--- config.mk ---
export PLATFORM = sky130hd
export DESIGN_NAME = binary_mac_acc_5_1_bi_flat
export DESIGN_NICKNAME = d
export VERILOG_FILES = /design/src/rtl/binary_mac_acc_5_1_bi_if.sv /design/src/rtl/binary_mac_acc_5_1_bi.sv /design/src/flat_wrapper.sv
export SDC_FILE = /design/constraint.sdc
export NUM_CORES = 1
export LEC_CHECK = 0
export ABC_AREA = 1
export CAP_MARGIN = 30
export CORE_AREA = 5 5 69 71
export DETAILED_ROUTE_END_ITERATION = 12
export DIE_AREA = 0 0 74 76
export GPL_TIMING_DRIVEN = 0
export PLACE_DENSITY = 0.84
export SLEW_MARGIN = 5
export SYNTH_ARGS = -nofsm -noshare
export SYNTH_HDL_FRONTEND = slang
export SYNTH_SLANG_ARGS = --single-unit
--- constraint.sdc ---
create_clock -name clk -period 3 [get_ports clk]
set_input_delay 0.9 -clock clk [delete_from_list [all_inputs] [get_ports clk]]
set_output_delay 0.9 -clock clk [all_outputs]
set_load 0.1 [all_outputs]
--- src/rtl/binary_mac_acc_5_1_bi_if.sv ---
// Purpose : handshake/data bundle between the product source, the MAC accumulator and the result sink.
// Latency : none; this file holds wiring only.
// Backpressure: in_ready gates the product stream and out_ready holds the result.
// Ports   : clear/start/prod_in/prod_valid/out_ready are driven toward the accumulator;
//           in_ready/acc_out/out_valid/busy/term_cnt/overflow come back from it.
interface binary_mac_acc_5_1_bi_if #(
   parameter int PW    = 9,
   parameter int ACC_W = 16,
   parameter int CNT_W = 4
);
   logic             clear;
   logic             start;
   logic [PW-1:0]    prod_in;
   logic             prod_valid;
   logic             in_ready;
   logic [ACC_W-1:0] acc_out;
   logic             out_valid;
   logic             out_ready;
   logic             busy;
   logic [CNT_W-1:0] term_cnt;
   logic             overflow;

   // Side that feeds products and consumes results.
   modport master (
      output clear, start, prod_in, prod_valid, out_ready,
      input  in_ready, acc_out, out_valid, busy, term_cnt, overflow
   );

   // Accumulator side.
   modport slave (
      input  clear, start, prod_in, prod_valid, out_ready,
      output in_ready, acc_out, out_valid, busy, term_cnt, overflow
   );
endinterface

--- src/rtl/binary_mac_acc_5_1_bi.sv ---
// Purpose : accumulates N_TERMS signed products into one dot-product result, with optional saturation.
// Latency : out_valid rises 1 clock after the N_TERMS-th accepted product.
// Backpressure: the result is held in HOLD until out_ready; in_ready is low outside ACCUM.
// Ports   : clk, rst_n (async, active-low); bus (slave side of binary_mac_acc_5_1_bi_if).
//           All outputs come from registers or are decoded from the state register only.
module binary_mac_acc_5_1_bi #(
   parameter int PW      = 9,
   parameter int N_TERMS = 8,
   parameter int ACC_W   = 16,
   parameter int SAT     = 1,
   parameter int CNT_W   = $clog2(N_TERMS) + 1
) (
   input  logic                     clk,
   input  logic                     rst_n,
   binary_mac_acc_5_1_bi_if.slave   bus
);

   typedef enum logic [1:0] {
      S_IDLE  = 2'd0,
      S_ACCUM = 2'd1,
      S_HOLD  = 2'd2
   } state_t;

   localparam logic [ACC_W-1:0] ACC_MAX = {1'b0, {(ACC_W-1){1'b1}}};
   localparam logic [ACC_W-1:0] ACC_MIN = {1'b1, {(ACC_W-1){1'b0}}};

   state_t            r_state;
   state_t            w_state_nxt;
   logic [ACC_W-1:0]  r_acc;
   logic [ACC_W-1:0]  w_acc_nxt;
   logic [CNT_W-1:0]  r_cnt;
   logic [CNT_W-1:0]  w_cnt_nxt;
   logic              r_ovf;
   logic              w_ovf_nxt;

   logic [ACC_W:0]    w_sum;
   logic              w_sum_ovf;
   logic              w_accept;
   logic              w_last;

   // One guard bit: both operands are sign-extended to ACC_W+1, so the sum
   // cannot wrap and overflow is visible as a mismatch of the top two bits.
   assign w_sum     = {r_acc[ACC_W-1], r_acc}
                    + {{(ACC_W+1-PW){bus.prod_in[PW-1]}}, bus.prod_in};
   assign w_sum_ovf = w_sum[ACC_W] ^ w_sum[ACC_W-1];
   assign w_accept  = (r_state == S_ACCUM) && bus.prod_valid;
   assign w_last    = (r_cnt == CNT_W'(N_TERMS - 1));

   always_ff @(posedge clk or negedge rst_n) begin
      if (!rst_n) begin
         r_state <= S_IDLE;
         r_acc   <= '0;
         r_cnt   <= '0;
         r_ovf   <= 1'b0;
      end else begin
         r_state <= w_state_nxt;
         r_acc   <= w_acc_nxt;
         r_cnt   <= w_cnt_nxt;
         r_ovf   <= w_ovf_nxt;
      end
   end

   always_comb begin
      w_state_nxt = r_state;
      w_acc_nxt   = r_acc;
      w_cnt_nxt   = r_cnt;
      w_ovf_nxt   = r_ovf;

      case (r_state)
         S_IDLE: begin
            if (bus.start) begin
               w_state_nxt = S_ACCUM;
               w_acc_nxt   = '0;
               w_cnt_nxt   = '0;
               w_ovf_nxt   = 1'b0;
            end
         end
         S_ACCUM: begin
            if (w_accept) begin
               w_cnt_nxt = r_cnt + CNT_W'(1);
               if (w_sum_ovf) begin
                  w_ovf_nxt = 1'b1;
                  // The sum's true sign is its guard bit; clamping feeds
                  // later products from the clamped value.
                  if (SAT != 0) begin
                     w_acc_nxt = w_sum[ACC_W] ? ACC_MIN : ACC_MAX;
                  end else begin
                     w_acc_nxt = w_sum[ACC_W-1:0];
                  end
               end else begin
                  w_acc_nxt = w_sum[ACC_W-1:0];
               end
               if (w_last) begin
                  w_state_nxt = S_HOLD;
               end
            end
         end
         S_HOLD: begin
            if (bus.out_ready) begin
               if (bus.start) begin
                  // Back-to-back: the next accumulation opens on the transfer edge.
                  w_state_nxt = S_ACCUM;
                  w_acc_nxt   = '0;
                  w_cnt_nxt   = '0;
                  w_ovf_nxt   = 1'b0;
               end else begin
                  w_state_nxt = S_IDLE;
               end
            end
         end
         default: begin
            w_state_nxt = S_IDLE;
         end
      endcase

      // Synchronous abort beats every other request in the same cycle.
      if (bus.clear) begin
         w_state_nxt = S_IDLE;
         w_acc_nxt   = '0;
         w_cnt_nxt   = '0;
         w_ovf_nxt   = 1'b0;
      end
   end

   assign bus.in_ready  = (r_state == S_ACCUM);
   assign bus.out_valid = (r_state == S_HOLD);
   assign bus.busy      = (r_state != S_IDLE);
   assign bus.acc_out   = r_acc;
   assign bus.term_cnt  = r_cnt;
   assign bus.overflow  = r_ovf;

endmodule
--- src/flat_wrapper.sv ---
// flat-port wrapper written by rule: the top's interface ports become plain ports
module binary_mac_acc_5_1_bi_flat 
#(
   parameter int PW      = 9,
   parameter int N_TERMS = 8,
   parameter int ACC_W   = 16,
   parameter int SAT     = 1,
   parameter int CNT_W   = $clog2(N_TERMS) + 1
)
  (clk, rst_n, bus_clear, bus_start, bus_prod_in, bus_prod_valid, bus_out_ready, bus_in_ready, bus_acc_out, bus_out_valid, bus_busy, bus_term_cnt, bus_overflow);
  binary_mac_acc_5_1_bi_if #(.PW(PW), .ACC_W(ACC_W), .CNT_W(CNT_W)) bus_i ();
  input  logic clk;
  input  logic rst_n;
  input wire logic [$bits(bus_i.clear)-1:0] bus_clear;
  input wire logic [$bits(bus_i.start)-1:0] bus_start;
  input wire logic [$bits(bus_i.prod_in)-1:0] bus_prod_in;
  input wire logic [$bits(bus_i.prod_valid)-1:0] bus_prod_valid;
  input wire logic [$bits(bus_i.out_ready)-1:0] bus_out_ready;
  output wire logic [$bits(bus_i.in_ready)-1:0] bus_in_ready;
  output wire logic [$bits(bus_i.acc_out)-1:0] bus_acc_out;
  output wire logic [$bits(bus_i.out_valid)-1:0] bus_out_valid;
  output wire logic [$bits(bus_i.busy)-1:0] bus_busy;
  output wire logic [$bits(bus_i.term_cnt)-1:0] bus_term_cnt;
  output wire logic [$bits(bus_i.overflow)-1:0] bus_overflow;
  assign bus_i.clear = bus_clear;
  assign bus_i.start = bus_start;
  assign bus_i.prod_in = bus_prod_in;
  assign bus_i.prod_valid = bus_prod_valid;
  assign bus_i.out_ready = bus_out_ready;
  assign bus_in_ready = bus_i.in_ready;
  assign bus_acc_out = bus_i.acc_out;
  assign bus_out_valid = bus_i.out_valid;
  assign bus_busy = bus_i.busy;
  assign bus_term_cnt = bus_i.term_cnt;
  assign bus_overflow = bus_i.overflow;
  binary_mac_acc_5_1_bi #(.PW(PW), .N_TERMS(N_TERMS), .ACC_W(ACC_W), .SAT(SAT), .CNT_W(CNT_W)) u_core (.clk(clk), .rst_n(rst_n), .bus(bus_i));
endmodule
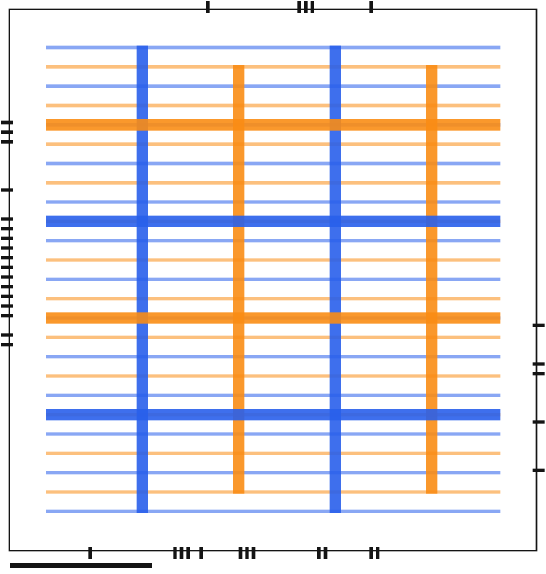
Figure 1: run 1, PDN straps and rails.
The bar under the picture is 20 µm long. Pins as bars on the die edge.
VDD -> orange
VSS -> blue
rows = 24
met5 straps = 4
met4 straps = 4

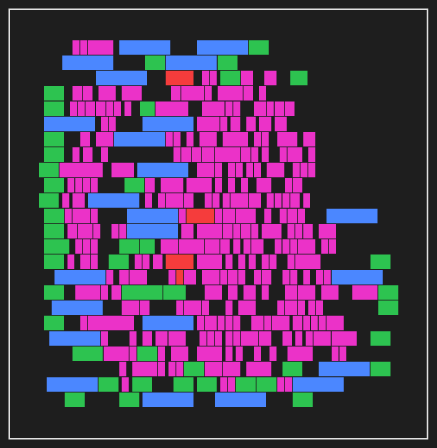
Figure 2: run 1, cell classes on the final placement.
clock drivers and dummy loads -> red  # cells 4, share of their area 1.8%
flops -> blue  # cells 23, share of their area 23%
all other logic -> magenta  # cells 259, share of their area 58%
other buffers and delay cells -> green  # cells 43, share of their area 17%

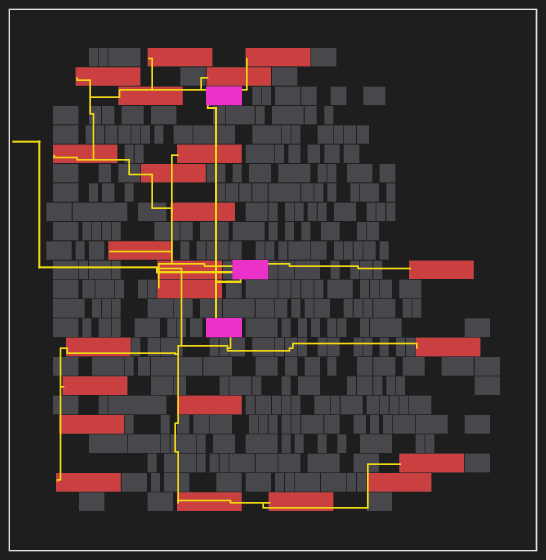
Figure 3: run 1, clock network drawn from the DEF.
cells driving clock nets -> magenta  # count 3
clock wires -> yellow  # length 384 µm
flip-flops -> red  # count 23
routed clock nets = 4

==> Slide: Implementation Results, run 1 <==
Synthesis and Place & Route Summary

Yosys
  • Comb area leader: simple AND/OR/NAND/NOR gates
  • Prevailing post-synth register cell: dfrtp_1
  • Cell type with the largest total area: dfrtp_1
  • Simple-Gate Area Share: 34.25%
  • Top cell type by instance count after synthesis: nand2_1
  • Yosys cell count: 286
  • Top cells by area: dfrtp_1 (28%), nand2_1 (17%), ha_1 (10%), inv_1 (5.0%), nand2_2 (4.8%)
  • Dominant cell area share: 27.59%
  • Syn_area_per_cell: 7.293 µm²
  • Seq share, synth: 27.59%
  • MUX area fraction: 0.4799%
  • Post-synthesis cell area: 2086 µm²
  • Synthesis-stage register bit count: 23
  • Mapped Nets: 319
  • Ao+oa area frac: 12.90%
  • Commonest cells post-synth: nand2_1 (94), inv_1 (28), dfrtp_1 (23)
  • Synth warnings: 0
  • Post-Synth XOR/XNOR Area: 5.459%
  • Unique cell types: 31
  • Fraction of registers with async set/reset: 100.0%
  • Adder Share, Synth: 11.16%

Final layout
  • Most numerous logic cells after layout: nand2_1 (93), clkdlybuf4s50_1 (36), inv_1 (28)
  • Final Util: 62.44%
  • Design area: 2606 µm²
  • Non-clock buffer share: 16.99%
  • Layout fillers: 373
  • Finished Layout Cells: 381
  • Non-clk bufs: 43
  • Seq_cells: 23
  • Share of layout cells above drive strength 1: 17.02%
  • Final clock-cell share: 1.728%
  • Gate Area: 1354 µm²
  • Logic inverters: 33
  • Most used logic cell in the final layout: nand2_1
  • Area-dominant class: combinational gates
  • Flop share of the area: 22.08%
  • Syn-to-layout area delta: 24.96%
  • Number of logic gates: 226
  • Clkbuf count: 4
  • Layout Nets: 363
  • Logic share of the area: 51.94%
  • Register area: 575.6 µm²

Clock tree
  • Maximum clock insertion buffer count: 2
  • TritonCTS Sinks: 23
  • CTS buffer count: 3
  • CTS tree: yes
  • Cts repair resizes: 1
  • Htree depth: 1
  • Clk latency late pin: 0.27 ns
  • Hold-fix buffers, CTS: 0
  • Clock-pin slew on the worst setup and hold paths: 0.09 ns

Final timing
  • Final Max-Slew Violation Tally: 0
  • Fmax: 344.1 MHz
  • Total negative setup slack: 0 ns
  • RSZ-0062 raised after global routing: false
  • Worst hold slack: 0.5191 ns
  • Measured slew at the worst slew-check pin: 0.9897 ns
  • Finish-stage setup viols: 0
  • Final period util: 96.88%
  • Final WS setup: 0.09355 ns
  • Final hold violations: 0
  • Worst Skew: 0.004494 ns

Setup path
  • Crit path DRT: 2.10 ns
  • Crit path max-delay family: buffers and inverters
  • Max stage delay on crit path: 1.15 ns
  • Worst r2r dst: u_core.bus.acc_out[2]
  • CP Launch Point: u_core.r_state[0]
  • R2R depth: 15
  • CP max stage cell: clkdlybuf4s50_1
  • CP endpoint: bus_in_ready
  • Setup slack, reg-to-reg: 0.71 ns
  • Crit path buf inv count: 2
  • WP data arrival: 2.01 ns
  • Startpoint Class: flip-flop
  • Setup CP Type: flip-flop to primary output
  • WP depth: 3
  • Critical Path Sink Type: primary output

Run status
  • Run status: finished, final reports clean

Pwr
  • PwrDens: 1069 nW/µm²
  • Leak pwr: 0.001406 µW
  • Worst vdd rail ir drop: 656.9 µV
  • Total power: 2786 µW

Worst hold path
  • Worst hold path class: flip-flop to flip-flop
  • WHS Endpoint: u_core.bus.acc_out[4]
  • Hold_sp: u_core.bus.acc_out[4]
  • Cells on Worst Hold Path: 2

Routing
  • Vias per cell: 4.997
  • DRT Wirelength: 4641 µm
  • Drt first pass iters: 4
  • Remaining routing DRC violations: 0
  • Antenna-violating nets left: 0
  • WL per Instance: 12.18 µm

Placed design
  • Placer Congestion: 0.8472
  • Dpl cell area: 2546 µm²
  • Port Buf Inserts: 38

Floorplan
  • Die area: 5624 µm²
  • Num rows: 24
  • Initial Utilization: 49.97%
  • Die width: 74 µm
  • Top Ports: 39
  • Tap Count: 52

GRT
  • Pin count of the biggest net entering global routing: 14
  • Vias in the first global route: 1858
  • First-pass GRT wire length: 7935 µm
  • Grt total ovfl: 0
  • Initial antenna violation count: 0

Run
  • Number of max-cap violations: 0
  • Tool warnings: 26
==> run 1: flip-flops by register name, summed over array words and instances (netlist names) <==
| name | flops |
|---|---|
| u_core.bus.term_cnt | 4 |
| u_core.bus.overflow | 1 |
| u_core.r_state | 2 |
| u_core.bus.acc_out | 16 |
==> run 1: report_power, final <==
part / leakage, µW / switching, µW / internal (µW)
registers: 0.000314 / 81.1 / 399
clock network: 0.0000228 / 113 / 95.3
logic: 0.00107 / 1500 / 594
==> run 1: logic make-up after synthesis <==
group / count (synthesis)
compound gates: 37
xor+xnor: 13
fa+ha+maj: 18
buf+inv: 37
flops: 23
mux: 1
simple gates: 157
==> run 1: routing by layer <==
metal,GRT usage [%],wire [µm],up-vias
li1,-,-,1000
met1,22.94,2136,863
met2,28.99,2246,34
met3,3.298,206,7
met4,4.348,51,0
met5,0,0,-
Figure 4. Wiring by layer (run 1).
The bar under the picture is 20 µm long.
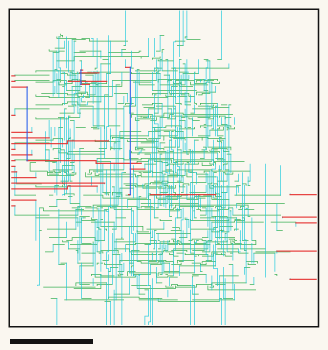

==> inputs of run 2 (changes only) <==
Settings changed: CORE_AREA 5 5 69 71 to 5 5 72 74, DIE_AREA 0 0 74 76 to 0 0 77 79, PLACE_DENSITY 0.84 to 0.81.
Clock period 3 ns to 2.6 ns, I/O delays scaled along.
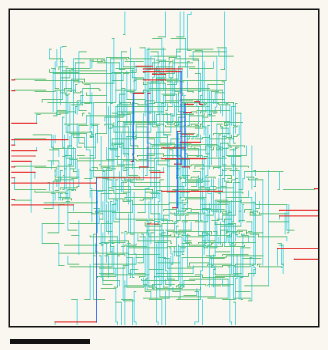
Figure 5: run 2, wiring by layer.
The bar under the picture is 20 µm long.
met4 -> blue  # wire length 129 µm
met2 -> cyan  # wire length 2950 µm
met1 -> green  # wire length 2390 µm
met3 -> red  # wire length 240 µm

==> run 2 against run 1 <==
Against the previous run: power grew 28%; largest cell class unchanged; sequential share of layout area shrank 2.4 points; global-route usage grew 1.6 points; flip-flop count is the same; critical endpoint is now u_core.bus.acc_out[3]; cell count grew 3.1%.
==> Slide: Implementation Results, run 2 <==
Synthesis and Place & Route Summary

Final layout
  • Antenna diode count: 0
  • Layout Nets: 373
  • Final Util: 64.63%
  • Layout fillers: 367
  • Finished Layout Cells: 393
  • Most numerous logic cells after layout: nand2_1 (88), inv_1 (28), dfrtp_1 (22)
  • Max reg flops: 16
  • Share of layout cells above drive strength 1: 27.14%
  • Syn-to-layout area delta: 40.55%
  • Most used logic cell in the final layout: nand2_1
  • Design area: 2932 µm²

GRT
  • First-pass GRT wire length: 9577 µm
  • Vias in the first global route: 2151
  • Grt total ovfl: 0
  • Pin count of the biggest net entering global routing: 14
  • Initial antenna violation count: 0
  • GRT Util Overall: 19.09%

Floorplan
  • Num rows: 25
  • Die Height: 79 µm
  • Die width: 77 µm
  • Top Ports: 39
  • Core area: 4536 µm²
  • Initial Utilization: 45.99%
  • Die area: 6083 µm²

Placed design
  • Dpl cell area: 2552 µm²
  • Placed Cells: 379
  • Dpl hpwl: 3791 µm
  • Placer Congestion: 0.9246
  • Place WS: -0.7045 ns
  • Port Buf Inserts: 38

Setup path
  • Reg2reg start: u_core.bus.acc_out[12]
  • Max stage delay on crit path: 0.50 ns
  • CP endpoint: u_core.bus.acc_out[3]
  • Critical Path Sink Type: flip-flop
  • Worst-path fanout max: 5
  • Setup CP Type: primary input to flip-flop
  • CP Launch Point: bus_prod_in[2]
  • Startpoint Class: primary input
  • Setup slack, reg-to-reg: 0.33 ns
  • Crit path buf inv count: 2
  • R2R depth: 14
  • Worst r2r dst: u_core.bus.acc_out[3]
  • WP depth: 15
  • Crit path max-delay family: simple AND/OR/NAND/NOR gates
  • WP data arrival: 2.69 ns
  • CP max stage cell: clkdlybuf4s50_1
  • Crit path DRT: 2.76 ns
  • Crit path cell chain: clkdlybuf4s50_1, ha_4, nand3_1, nand3_2, nand2_1, nand2_2, nand2_4, nand2_2, nand2_1, nand2_2, nand2_4, nand2_8, buf_12, o21ai_2, nand2_1

Final timing
  • Slew headroom: 34.68%
  • Final hold violations: 0
  • Final Max-Slew Violation Tally: 0
  • Worst hold slack: 0.5192 ns
  • Fmax: 395.2 MHz
  • Worst Skew: 0.004781 ns
  • Measured slew at the worst slew-check pin: 0.9782 ns
  • Finish-stage setup viols: 0
  • Final worst path period need: 2.531 ns
  • Final period util: 97.33%
  • Final WS setup: 0.06932 ns
  • Total negative setup slack: 0 ns

Routing
  • Vias: 2073
  • Remaining routing DRC violations: 0
  • WL per Instance: 14.52 µm
  • Vias per cell: 5.275
  • DRT Wirelength: 5708 µm
  • Drt first pass iters: 4
  • Iteration-0 DRC Markers: 127
  • Antenna-violating nets left: 0

Yosys
  • Synthesis-stage register bit count: 23
  • Syn_area_per_cell: 7.293 µm²
  • Ao+oa area frac: 12.90%
  • Yosys cell count: 286
  • Post-Synth XOR/XNOR Area: 5.459%
  • Post-synthesis cell area: 2086 µm²
  • Unique cell types: 31
  • Simple-Gate Area Share: 34.25%
  • Prevailing post-synth register cell: dfrtp_1
  • Mapped Nets: 319
  • Adder Share, Synth: 11.16%
  • Commonest cells post-synth: nand2_1 (94), inv_1 (28), dfrtp_1 (23)
  • Seq share, synth: 27.59%
  • Synth warnings: 0
  • Fraction of registers with async set/reset: 100.0%
  • Comb area leader: simple AND/OR/NAND/NOR gates
  • Dominant cell area share: 27.59%
  • Top cells by area: dfrtp_1 (28%), nand2_1 (17%), ha_1 (10%), inv_1 (5.0%), nand2_2 (4.8%)
  • Post-synthesis cell count: 286
  • MUX area fraction: 0.4799%
  • Post-synth EDFFs: 0
  • Cell type with the largest total area: dfrtp_1
  • Top cell type by instance count after synthesis: nand2_1
  • YS chip area: 2086 µm²

Clock tree
  • CTS tree: yes
  • Htree depth: 1
  • TritonCTS Sinks: 23
  • CTS buffer count: 3
  • Hold-fix buffers, CTS: 0
  • Clock-pin slew on the worst setup and hold paths: 0.09 ns
  • Clk latency late pin: 0.27 ns
  • Maximum clock insertion buffer count: 2
  • Cell chosen for the clock root: clkbuf_8

Pwr
  • Max power group: combinational logic
  • Clock network power: 236 µW
  • PwrDens: 1215 nW/µm²
  • Pint: 1431 µW
  • Sw Ratio: 59.81%
  • Part of the power in combinational logic: 77.0%
  • Total power: 3561 µW
  • Seq pwr share: 16.4%
  • Sequential cell power: 584 µW
  • Comb pwr: 2740 µW
  • Worst vdd rail ir drop: 696.0 µV
  • Sw Pwr: 2130 µW
  • Leak pwr: 0.001733 µW
  • Power share of the clock group: 6.6%

Worst hold path
  • Cells on Worst Hold Path: 2
  • Hold_sp: u_core.bus.acc_out[0]
  • Worst hold path class: flip-flop to flip-flop
  • WHS Endpoint: u_core.bus.acc_out[0]

Run
  • Number of max-cap violations: 0
  • Tool warnings: 26

Run status
  • Run status: finished, final reports clean
==> run 2: cell counts after synthesis <==
Identical to the previous run, type by type.
==> run 2: repair_timing <==
item	CTS	global route
cloned	1	0
pin swaps	8	13
buffers inserted	6	3
endpoints found under the setup margin	27	22
gates resized	52	23
==> run 2: cell type report <==
type / count / area (µm²) / share of cell area, %
multi-input cells: 226 / 1574 / 53.69
flip-flops and latches: 23 / 576.8 / 19.68
inverters: 33 / 123.9 / 4.225
plain buffers: 4 / 50.05 / 1.707
well taps: 54 / 67.56 / 2.305
clock buffers: 4 / 45.04 / 1.536
repair buffers: 49 / 494.2 / 16.86
==> run 2: routing by layer <==
metal	track usage [%]	wire (µm)
met1	23.16	2391
met2	33.53	2948
met3	3.401	239
met4	7.388	129
met5	0	0
Power figures rest on the tool's default switching activity, not on a simulated workload.
